`src/rtl/elevator_pkg.sv`:
```
// Shared constants and types for the elevator controller and cab body.
package elevator_pkg;

    localparam logic [1:0] CMD_IDLE  = 2'b00;
    localparam logic [1:0] CMD_UP    = 2'b01;
    localparam logic [1:0] CMD_DOWN  = 2'b10;
    localparam logic [1:0] CMD_SERVE = 2'b11;

    typedef enum logic [1:0] {
        IDLE,
        TRAVEL,
        DOOR,
        SETTLE
    } body_state_t;

    function automatic int max3(input int a, input int b, input int c);
        int m;
        m = (a > b) ? a : b;
        return (m > c) ? m : c;
    endfunction

endpackage

```
`src/rtl/elevator_if.sv`:
```
// Command/status bundle between the elevator controller and the cab body.
interface elevator_if #(
    parameter int F_BITS = 2
);
    logic [1:0]        command;
    logic [F_BITS-1:0] cur_floor;
    logic              served_pulse;
    logic              moving;
    logic              dir_up;
    logic              door_open;
    logic              busy;

    modport master (
        output command,
        input  cur_floor, served_pulse, moving,
        input  dir_up, door_open, busy
    );

    modport slave (
        input  command,
        output cur_floor, served_pulse, moving,
        output dir_up, door_open, busy
    );
endinterface

```
`src/rtl/elevator_timer.sv`:
```
// Loadable down-counter shared by the travel, door and settle phases.
module elevator_timer #(
    parameter int W = 4
) (
    input  logic         clk,
    input  logic         rst_n,
    input  logic         load,
    input  logic [W-1:0] load_value,
    output logic         zero
);
    logic [W-1:0] count;

    always_ff @(posedge clk or negedge rst_n) begin
        if (!rst_n) begin
            count <= '0;
        end else if (load) begin
            count <= load_value;
        end else if (count != '0) begin
            count <= count - 1'b1;
        end
    end

    assign zero = (count == '0);
endmodule

```
`src/rtl/elevator_body.sv`:
```
// Cab/motor model: executes up/down/serve commands and reports floor status.
module elevator_body
    import elevator_pkg::*;
#(
    parameter int N             = 4,
    parameter int F_BITS        = $clog2(N),
    parameter int TRAVEL_CYCLES = 8,
    parameter int DOOR_CYCLES   = 6,
    parameter int SETTLE_CYCLES = 3
) (
    input logic       clk,
    input logic       rst_n,
    elevator_if.slave bus
);
    localparam int CNT_W =
        $clog2(max3(TRAVEL_CYCLES, DOOR_CYCLES, SETTLE_CYCLES) + 1);
    localparam logic [CNT_W-1:0] TRAVEL_LOAD = CNT_W'(TRAVEL_CYCLES - 1);
    localparam logic [CNT_W-1:0] DOOR_LOAD   = CNT_W'(DOOR_CYCLES - 1);
    localparam logic [CNT_W-1:0] SETTLE_LOAD = CNT_W'(SETTLE_CYCLES - 1);
    localparam logic [F_BITS-1:0] TOP_FLOOR  = F_BITS'(N - 1);

    body_state_t       state, state_n;
    logic [F_BITS-1:0] floor_q, floor_n;
    logic              moving_q, moving_n;
    logic              dir_q, dir_n;
    logic              door_q, door_n;
    logic              pulse_q, pulse_n;
    logic              busy_q, busy_n;
    logic              load;
    logic [CNT_W-1:0]  load_value;
    logic              zero;

    elevator_timer #(.W(CNT_W)) timer (
        .clk        (clk),
        .rst_n      (rst_n),
        .load       (load),
        .load_value (load_value),
        .zero       (zero)
    );

    always_ff @(posedge clk or negedge rst_n) begin
        if (!rst_n) begin
            state    <= IDLE;
            floor_q  <= '0;
            moving_q <= 1'b0;
            dir_q    <= 1'b0;
            door_q   <= 1'b0;
            pulse_q  <= 1'b0;
            busy_q   <= 1'b0;
        end else begin
            state    <= state_n;
            floor_q  <= floor_n;
            moving_q <= moving_n;
            dir_q    <= dir_n;
            door_q   <= door_n;
            pulse_q  <= pulse_n;
            busy_q   <= busy_n;
        end
    end

    always_comb begin
        state_n    = state;
        floor_n    = floor_q;
        moving_n   = moving_q;
        dir_n      = dir_q;
        door_n     = door_q;
        pulse_n    = 1'b0;
        load       = 1'b0;
        load_value = '0;
        unique case (state)
            IDLE: begin
                // Out-of-range moves fall through: the floor saturates.
                unique case (1'b1)
                    (bus.command == CMD_UP) && (floor_q != TOP_FLOOR): begin
                        state_n    = TRAVEL;
                        dir_n      = 1'b1;
                        moving_n   = 1'b1;
                        load       = 1'b1;
                        load_value = TRAVEL_LOAD;
                    end
                    (bus.command == CMD_DOWN) && (floor_q != '0): begin
                        state_n    = TRAVEL;
                        dir_n      = 1'b0;
                        moving_n   = 1'b1;
                        load       = 1'b1;
                        load_value = TRAVEL_LOAD;
                    end
                    (bus.command == CMD_SERVE): begin
                        state_n    = DOOR;
                        door_n     = 1'b1;
                        load       = 1'b1;
                        load_value = DOOR_LOAD;
                    end
                    default: ;
                endcase
            end
            TRAVEL: begin
                if (zero) begin
                    floor_n    = dir_q ? floor_q + 1'b1 : floor_q - 1'b1;
                    moving_n   = 1'b0;
                    state_n    = SETTLE;
                    load       = 1'b1;
                    load_value = SETTLE_LOAD;
                end
            end
            DOOR: begin
                if (zero) begin
                    door_n     = 1'b0;
                    pulse_n    = 1'b1;
                    state_n    = SETTLE;
                    load       = 1'b1;
                    load_value = SETTLE_LOAD;
                end
            end
            SETTLE: begin
                if (zero) begin
                    state_n = IDLE;
                end
            end
            default: state_n = IDLE;
        endcase
        busy_n = (state_n != IDLE);
    end

    assign bus.cur_floor    = floor_q;
    assign bus.moving       = moving_q;
    assign bus.dir_up       = dir_q;
    assign bus.door_open    = door_q;
    assign bus.served_pulse = pulse_q;
    assign bus.busy         = busy_q;
endmodule

```
`src/flat_wrapper.sv`:
```
// flat-port wrapper written by rule: the top's interface ports become plain ports
module elevator_body_flat import elevator_pkg::*;
#(
    parameter int N             = 4,
    parameter int F_BITS        = $clog2(N),
    parameter int TRAVEL_CYCLES = 8,
    parameter int DOOR_CYCLES   = 6,
    parameter int SETTLE_CYCLES = 3
)
  (clk, rst_n, bus_command, bus_cur_floor, bus_served_pulse, bus_moving, bus_dir_up, bus_door_open, bus_busy);
  elevator_if #(.F_BITS(F_BITS)) bus_i ();
  input logic clk;
  input logic rst_n;
  input wire logic [$bits(bus_i.command)-1:0] bus_command;
  output wire logic [$bits(bus_i.cur_floor)-1:0] bus_cur_floor;
  output wire logic [$bits(bus_i.served_pulse)-1:0] bus_served_pulse;
  output wire logic [$bits(bus_i.moving)-1:0] bus_moving;
  output wire logic [$bits(bus_i.dir_up)-1:0] bus_dir_up;
  output wire logic [$bits(bus_i.door_open)-1:0] bus_door_open;
  output wire logic [$bits(bus_i.busy)-1:0] bus_busy;
  assign bus_i.command = bus_command;
  assign bus_cur_floor = bus_i.cur_floor;
  assign bus_served_pulse = bus_i.served_pulse;
  assign bus_moving = bus_i.moving;
  assign bus_dir_up = bus_i.dir_up;
  assign bus_door_open = bus_i.door_open;
  assign bus_busy = bus_i.busy;
  elevator_body #(.N(N), .F_BITS(F_BITS), .TRAVEL_CYCLES(TRAVEL_CYCLES), .DOOR_CYCLES(DOOR_CYCLES), .SETTLE_CYCLES(SETTLE_CYCLES)) u_core (.clk(clk), .rst_n(rst_n), .bus(bus_i));
endmodule
```
`config.mk`:
```
export PLATFORM = sky130hd
export DESIGN_NAME = elevator_body_flat
export DESIGN_NICKNAME = d
export VERILOG_FILES = /design/src/rtl/elevator_pkg.sv /design/src/rtl/elevator_if.sv /design/src/rtl/elevator_timer.sv /design/src/rtl/elevator_body.sv /design/src/flat_wrapper.sv
export SDC_FILE = /design/constraint.sdc
export NUM_CORES = 1
export LEC_CHECK = 0
export CORE_MARGIN = 2
export CORE_UTILIZATION = 49
export DETAILED_ROUTE_END_ITERATION = 8
export PLACE_DENSITY = 0.72
export REMOVE_ABC_BUFFERS = 1
export SLEW_MARGIN = 20
export SYNTH_ARGS = -nofsm -noshare
export SYNTH_HDL_FRONTEND = slang
export SYNTH_SLANG_ARGS = --single-unit
```
`constraint.sdc`:
```
create_clock -name clk -period 5.1 [get_ports clk]
set_clock_uncertainty 0.1 [all_clocks]
set_input_delay 1.02 -clock clk [delete_from_list [all_inputs] [get_ports clk]]
set_output_delay 1.02 -clock clk [all_outputs]
set_load 0.01 [all_outputs]
```
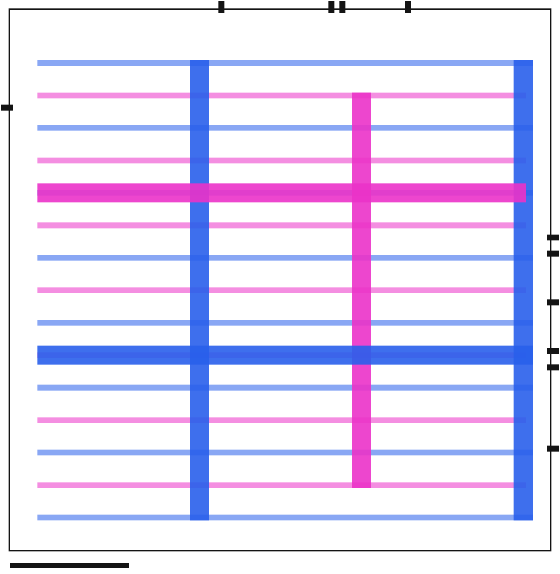
*Power grid, run 1*
Scale bar: 10 µm. Pins as bars on the die edge.
color	net
magenta	VDD
blue	VSS
signal pins	11
rows	14
met1 rails	15
met4 straps	3
met5 straps	2
chip height: 45.2 µm
Worst IR Drop VDD: 0.000320 V

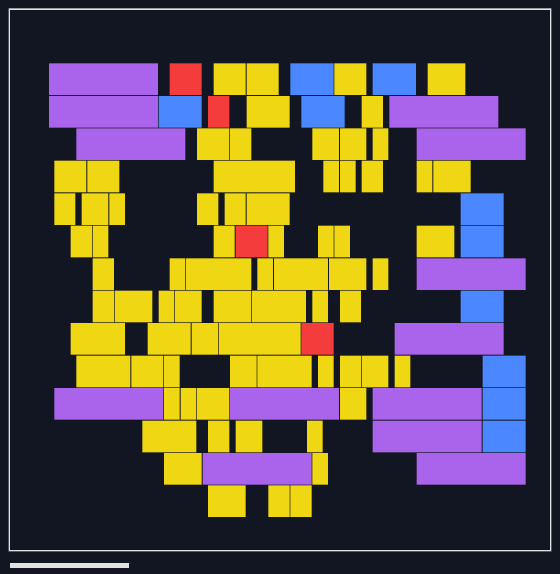
*Placed cells, one color a class, run 1*
Scale bar: 10 µm.
color	class	cells	share of their area
red	clock drivers and dummy loads	4	2.9%
blue	remaining buffers and delay cells	10	11%
purple	sequential cells	13	34%
yellow	combinational and other logic	73	52%
flop share of the area: 33.5%
CORE AREA: 1560 µm²
utilization after layout: 62.3%
Finished Cell Area: 971 µm²

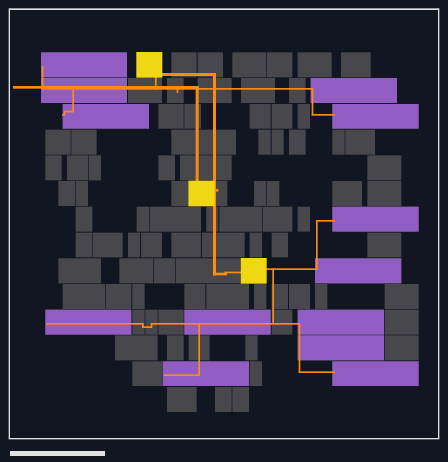
*Clock distribution, run 1*
Scale bar: 10 µm.
[purple] flip-flops | count: 13
[orange] clock wires | length: 173 µm
[yellow] clock drivers | count: 3
routed clock nets	4
flops lie	spread over the die

==> flow_metrics.env, run 1 <==
# source this file to load flow results
export IMPL_outcome="finished clean"
export IMPL_slew_viol_final=0
export IMPL_clk_pin_slew_ns=0.08
export IMPL_antenna_found_initial=0
export IMPL_intPower_uw=346
export IMPL_edf_count=0
export IMPL_ys_types=36
export IMPL_final_layout_size_suffix_gt1_share_pct=11.0
export IMPL_synth_chip_area_um2=833
export IMPL_p_comb_uw=324
export IMPL_grt_max_degree=14
export IMPL_buffers=10
export IMPL_logic_family="AND-OR/OR-AND gates"
export IMPL_crit_chain="clkdlybuf4s50_1"
export IMPL_viasPerCell=5.91
export IMPL_seq_cells=13
export IMPL_p_switching_uw=267
export IMPL_seq_area_um2=325
export IMPL_num_fill_cells=132
export IMPL_cts_resized=0
export IMPL_largestPowerGroup="combinational cells"
export IMPL_ys_cells=88
export IMPL_synthArstFlopShare_pct=100
export IMPL_common_cells="13 x dfrtp_1, 9 x inv_1, 7 x nor2_1, 6 x ha_1"
export IMPL_pwr_share_comb_pct=52.9
export IMPL_cts_buffer_depth=2
export IMPL_num_vias=686
export IMPL_overflow=0
export IMPL_ys_sh_xor_pct=3.15
export IMPL_pin_count=11
export IMPL_setup_viol=0
export IMPL_cts_max_level=1
export IMPL_nets=111
export IMPL_wl_per_cell_um=14.2
export IMPL_clkSinkCount=13
export IMPL_antenna_cells=0
export IMPL_numCtsBuffers=3
export IMPL_compound_area_share_pct=22.1
export IMPL_hold_end="u_core.timer.count[0]$_DFFE_PN0P_"
export IMPL_placed_area_um2=943
export IMPL_cts_root_buf="clkbuf_4"
export IMPL_comb_share_pct=47.8
export IMPL_finalPower_uw=612
export IMPL_r2r_end="u_core.state[0]$_DFF_PN0_"
export IMPL_lay_top_count="dfrtp_1"
export IMPL_cpPeakStageDelay_ns=0.62
export IMPL_power_density_nw_per_um2=631
export IMPL_wl_met2_um=800
export IMPL_top_layer="met4"
### Signal wires by layer, run 1

Only two layers are drawn.
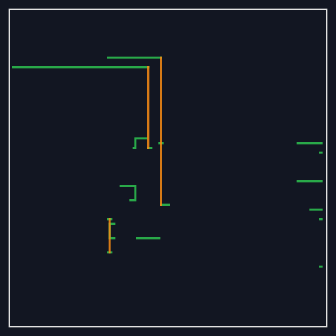

==> inputs of run 2 (changes only) <==
--- a/config.mk
+++ b/config.mk
@@ -6,7 +6,7 @@
 export NUM_CORES = 1
 export LEC_CHECK = 0
 export CORE_MARGIN = 2
-export CORE_UTILIZATION = 49
+export CORE_UTILIZATION = 47
 export DETAILED_ROUTE_END_ITERATION = 8
 export PLACE_DENSITY = 0.72
 export REMOVE_ABC_BUFFERS = 1
==> constraint.sdc (replaced) <==
create_clock -name clk -period 2.4 [get_ports clk]
set_clock_uncertainty 0.1 [all_clocks]
set_input_delay 0.48 -clock clk [delete_from_list [all_inputs] [get_ports clk]]
set_output_delay 0.48 -clock clk [all_outputs]
set_load 0.01 [all_outputs]
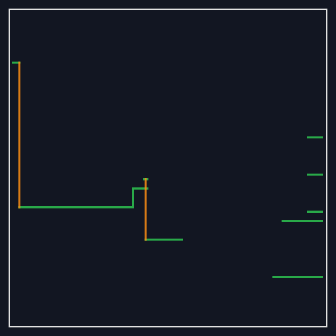
*Signal wires by layer, run 2*
Only two layers are drawn.
color	layer	wire length
orange	metal 4	29.9 µm
green	metal 3	46.9 µm

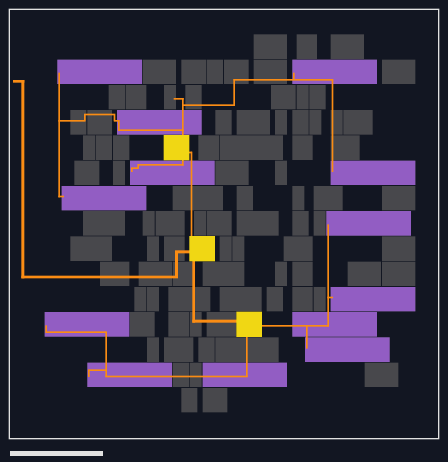
*Clock distribution, run 2*
Scale bar: 10 µm.
[yellow] clock drivers | count: 3
[purple] flip-flops | count: 13
[orange] clock wires | length: 202 µm
flops lie	spread over the die
clk_lat worst skew: 0.28 ns
Clk pwr share: 10.8%

==> run 2 against run 1 <==
Via count down 1.7%; combinational power grew 110%; setup slack worse by 2.1 ns; register-to-register slack lost 2.6 ns; first-iteration DRC count shrank 76%; die size up 3.9%; critical path type unchanged.
==> flow_metrics.env, run 2 <==
# source this file to load flow results
export IMPL_outcome="finished clean"
export IMPL_clkSinkCount=13
export IMPL_pwr_share_comb_pct=52.5
export IMPL_cts_buffer_depth=2
export IMPL_wl_met2_um=736
export IMPL_cts_root_buf="clkbuf_4"
export IMPL_seq_cells=13
export IMPL_placed_area_um2=945
export IMPL_antenna_found_initial=0
export IMPL_grt_max_degree=14
export IMPL_comb_share_pct=47.8
export IMPL_compound_area_share_pct=22.1
export IMPL_largestPowerGroup="combinational cells"
export IMPL_viasPerCell=5.76
export IMPL_intPower_uw=734
export IMPL_antenna_cells=0
export IMPL_cts_resized=0
export IMPL_cts_max_level=1
export IMPL_buffers=10
export IMPL_clk_pin_slew_ns=0.07
export IMPL_p_comb_uw=671
export IMPL_final_cell_area_um2=971
export IMPL_ys_sh_xor_pct=3.15
export IMPL_ys_types=36
export IMPL_ys_cells=88
export IMPL_p_switching_uw=546
export IMPL_pin_count=11
export IMPL_hold_end="u_core.timer.count[0]$_DFFE_PN0P_"
export IMPL_num_vias=674
export IMPL_ir_drop_v=0.000560
export IMPL_edf_count=0
export IMPL_core_um2=1690
export IMPL_power_density_nw_per_um2=1320
export IMPL_numCtsBuffers=3
export IMPL_synthArstFlopShare_pct=100
export IMPL_sh_seq_area_pct=33.5
export IMPL_lay_top_count="dfrtp_1"
export IMPL_num_fill_cells=148
export IMPL_slew_viol_final=0
export IMPL_finalCoreUtilization_pct=57.5
export IMPL_overflow=0
export IMPL_final_layout_size_suffix_gt1_share_pct=10.0
### Power grid, run 2

Scale bar: 10 µm. Pins as bars on the die edge.
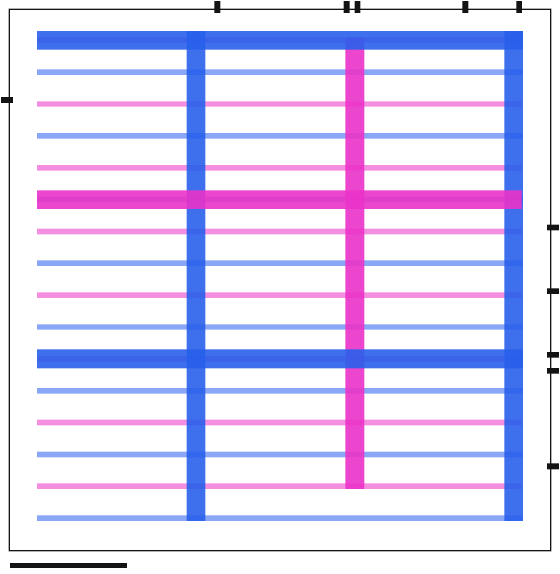

==> inputs of run 3 (changes only) <==
--- a/config.mk
+++ b/config.mk
@@ -5,8 +5,9 @@
 export SDC_FILE = /design/constraint.sdc
 export NUM_CORES = 1
 export LEC_CHECK = 0
-export CORE_MARGIN = 2
+export ABC_CLOCK_PERIOD_IN_PS = 2400
 export CORE_UTILIZATION = 47
+export CTS_CLUSTER_SIZE = 40
 export DETAILED_ROUTE_END_ITERATION = 8
 export PLACE_DENSITY = 0.72
 export REMOVE_ABC_BUFFERS = 1
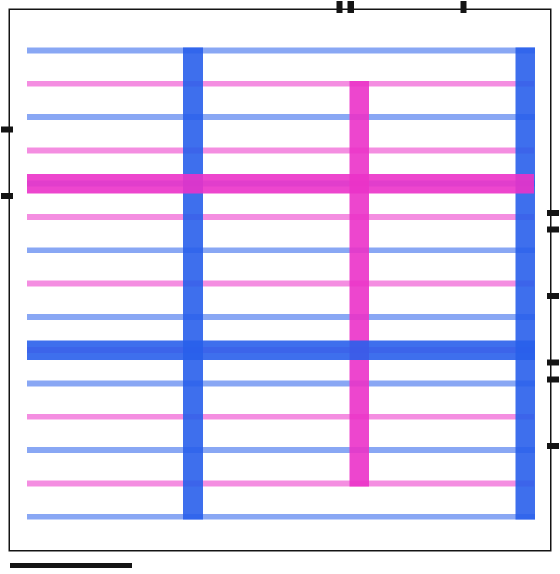
*Power grid, run 3*
Scale bar: 10 µm. Pins as bars on the die edge.
color	net
blue	VSS
magenta	VDD
rows	14
signal pins	11
met1 rails	15
Worst IR Drop VDD: 0.000652 V
Die Wd: 44.1 µm
chip height: 44.1 µm

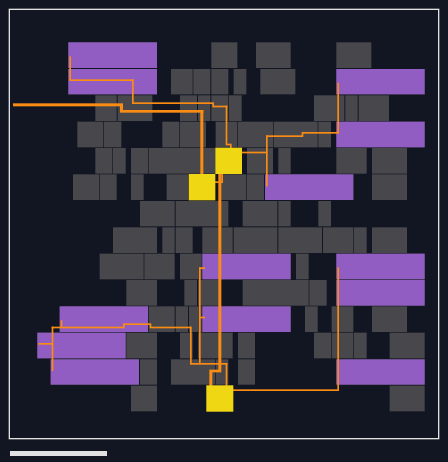
*Clock distribution, run 3*
Scale bar: 10 µm.
[purple] flip-flops | count: 13
[orange] clock wires | length: 174 µm
[yellow] clock drivers | count: 3
routed clock nets	4
flops lie	spread over the die
clk pwr: 141 µW

==> run 3 against run 2 <==
The flow now finishes with violations (DRC); flip-flop count stayed put; critical endpoint unchanged; core utilization is 4.1 points higher; power is 1.8% higher; die size is 8.5% lower.
==> flow_metrics.env, run 3 <==
# source this file to load flow results
export IMPL_outcome="finished, violations left"
export IMPL_violations="DRC"
export IMPL_r2r_end="u_core.state[0]$_DFF_PN0_"
export IMPL_cts_root_buf="clkbuf_4"
export IMPL_hold_end="u_core.timer.count[0]$_DFFE_PN0P_"
export IMPL_grt_max_degree=14
export IMPL_finalPower_uw=1300
export IMPL_antenna_found_initial=0
export IMPL_nets=111
export IMPL_pwr_share_comb_pct=53.0
export IMPL_buffers=10
export IMPL_synth_chip_area_um2=833
export IMPL_lay_top_count="dfrtp_1"
export IMPL_pin_count=11
export IMPL_cts_buffer_depth=2
export IMPL_p_comb_uw=690
export IMPL_logic_family="AND-OR/OR-AND gates"
export IMPL_intPower_uw=735
export IMPL_crit_family="buffers and inverters"
export IMPL_slew_viol_final=0
export IMPL_clock_latency_ns=0.28
export IMPL_num_fill_cells=122
export IMPL_common_cells="13 x dfrtp_1, 9 x inv_1, 7 x nor2_1, 6 x ha_1"
export IMPL_drc=1
export IMPL_placed_area_um2=943
export IMPL_power_frac_clock_pct=10.8
export IMPL_wl_met2_um=801
export IMPL_core_um2=1580
export IMPL_p_switching_uw=568
export IMPL_power_density_nw_per_um2=1340
export IMPL_wl_per_cell_um=14.3
export IMPL_largestPowerGroup="combinational cells"
export IMPL_top_layer="met4"
export IMPL_synthArstFlopShare_pct=100
export IMPL_cpPeakStageDelay_ns=0.61
export IMPL_cts_max_level=1
export IMPL_numCtsBuffers=3
export IMPL_postCtsSetupBuffers=0
export IMPL_crit_chain="clkdlybuf4s50_1"
export IMPL_ys_cells=88
export IMPL_antenna_cells=0
export IMPL_ys_types=36
export IMPL_clkSinkCount=13
export IMPL_cts_resized=0
export IMPL_clk_pin_slew_ns=0.09
export IMPL_compound_area_share_pct=22.1
export IMPL_num_vias=691
export IMPL_overflow=0
export IMPL_met2_usage_pct=32.1
Power and IR drop assume default switching activity.
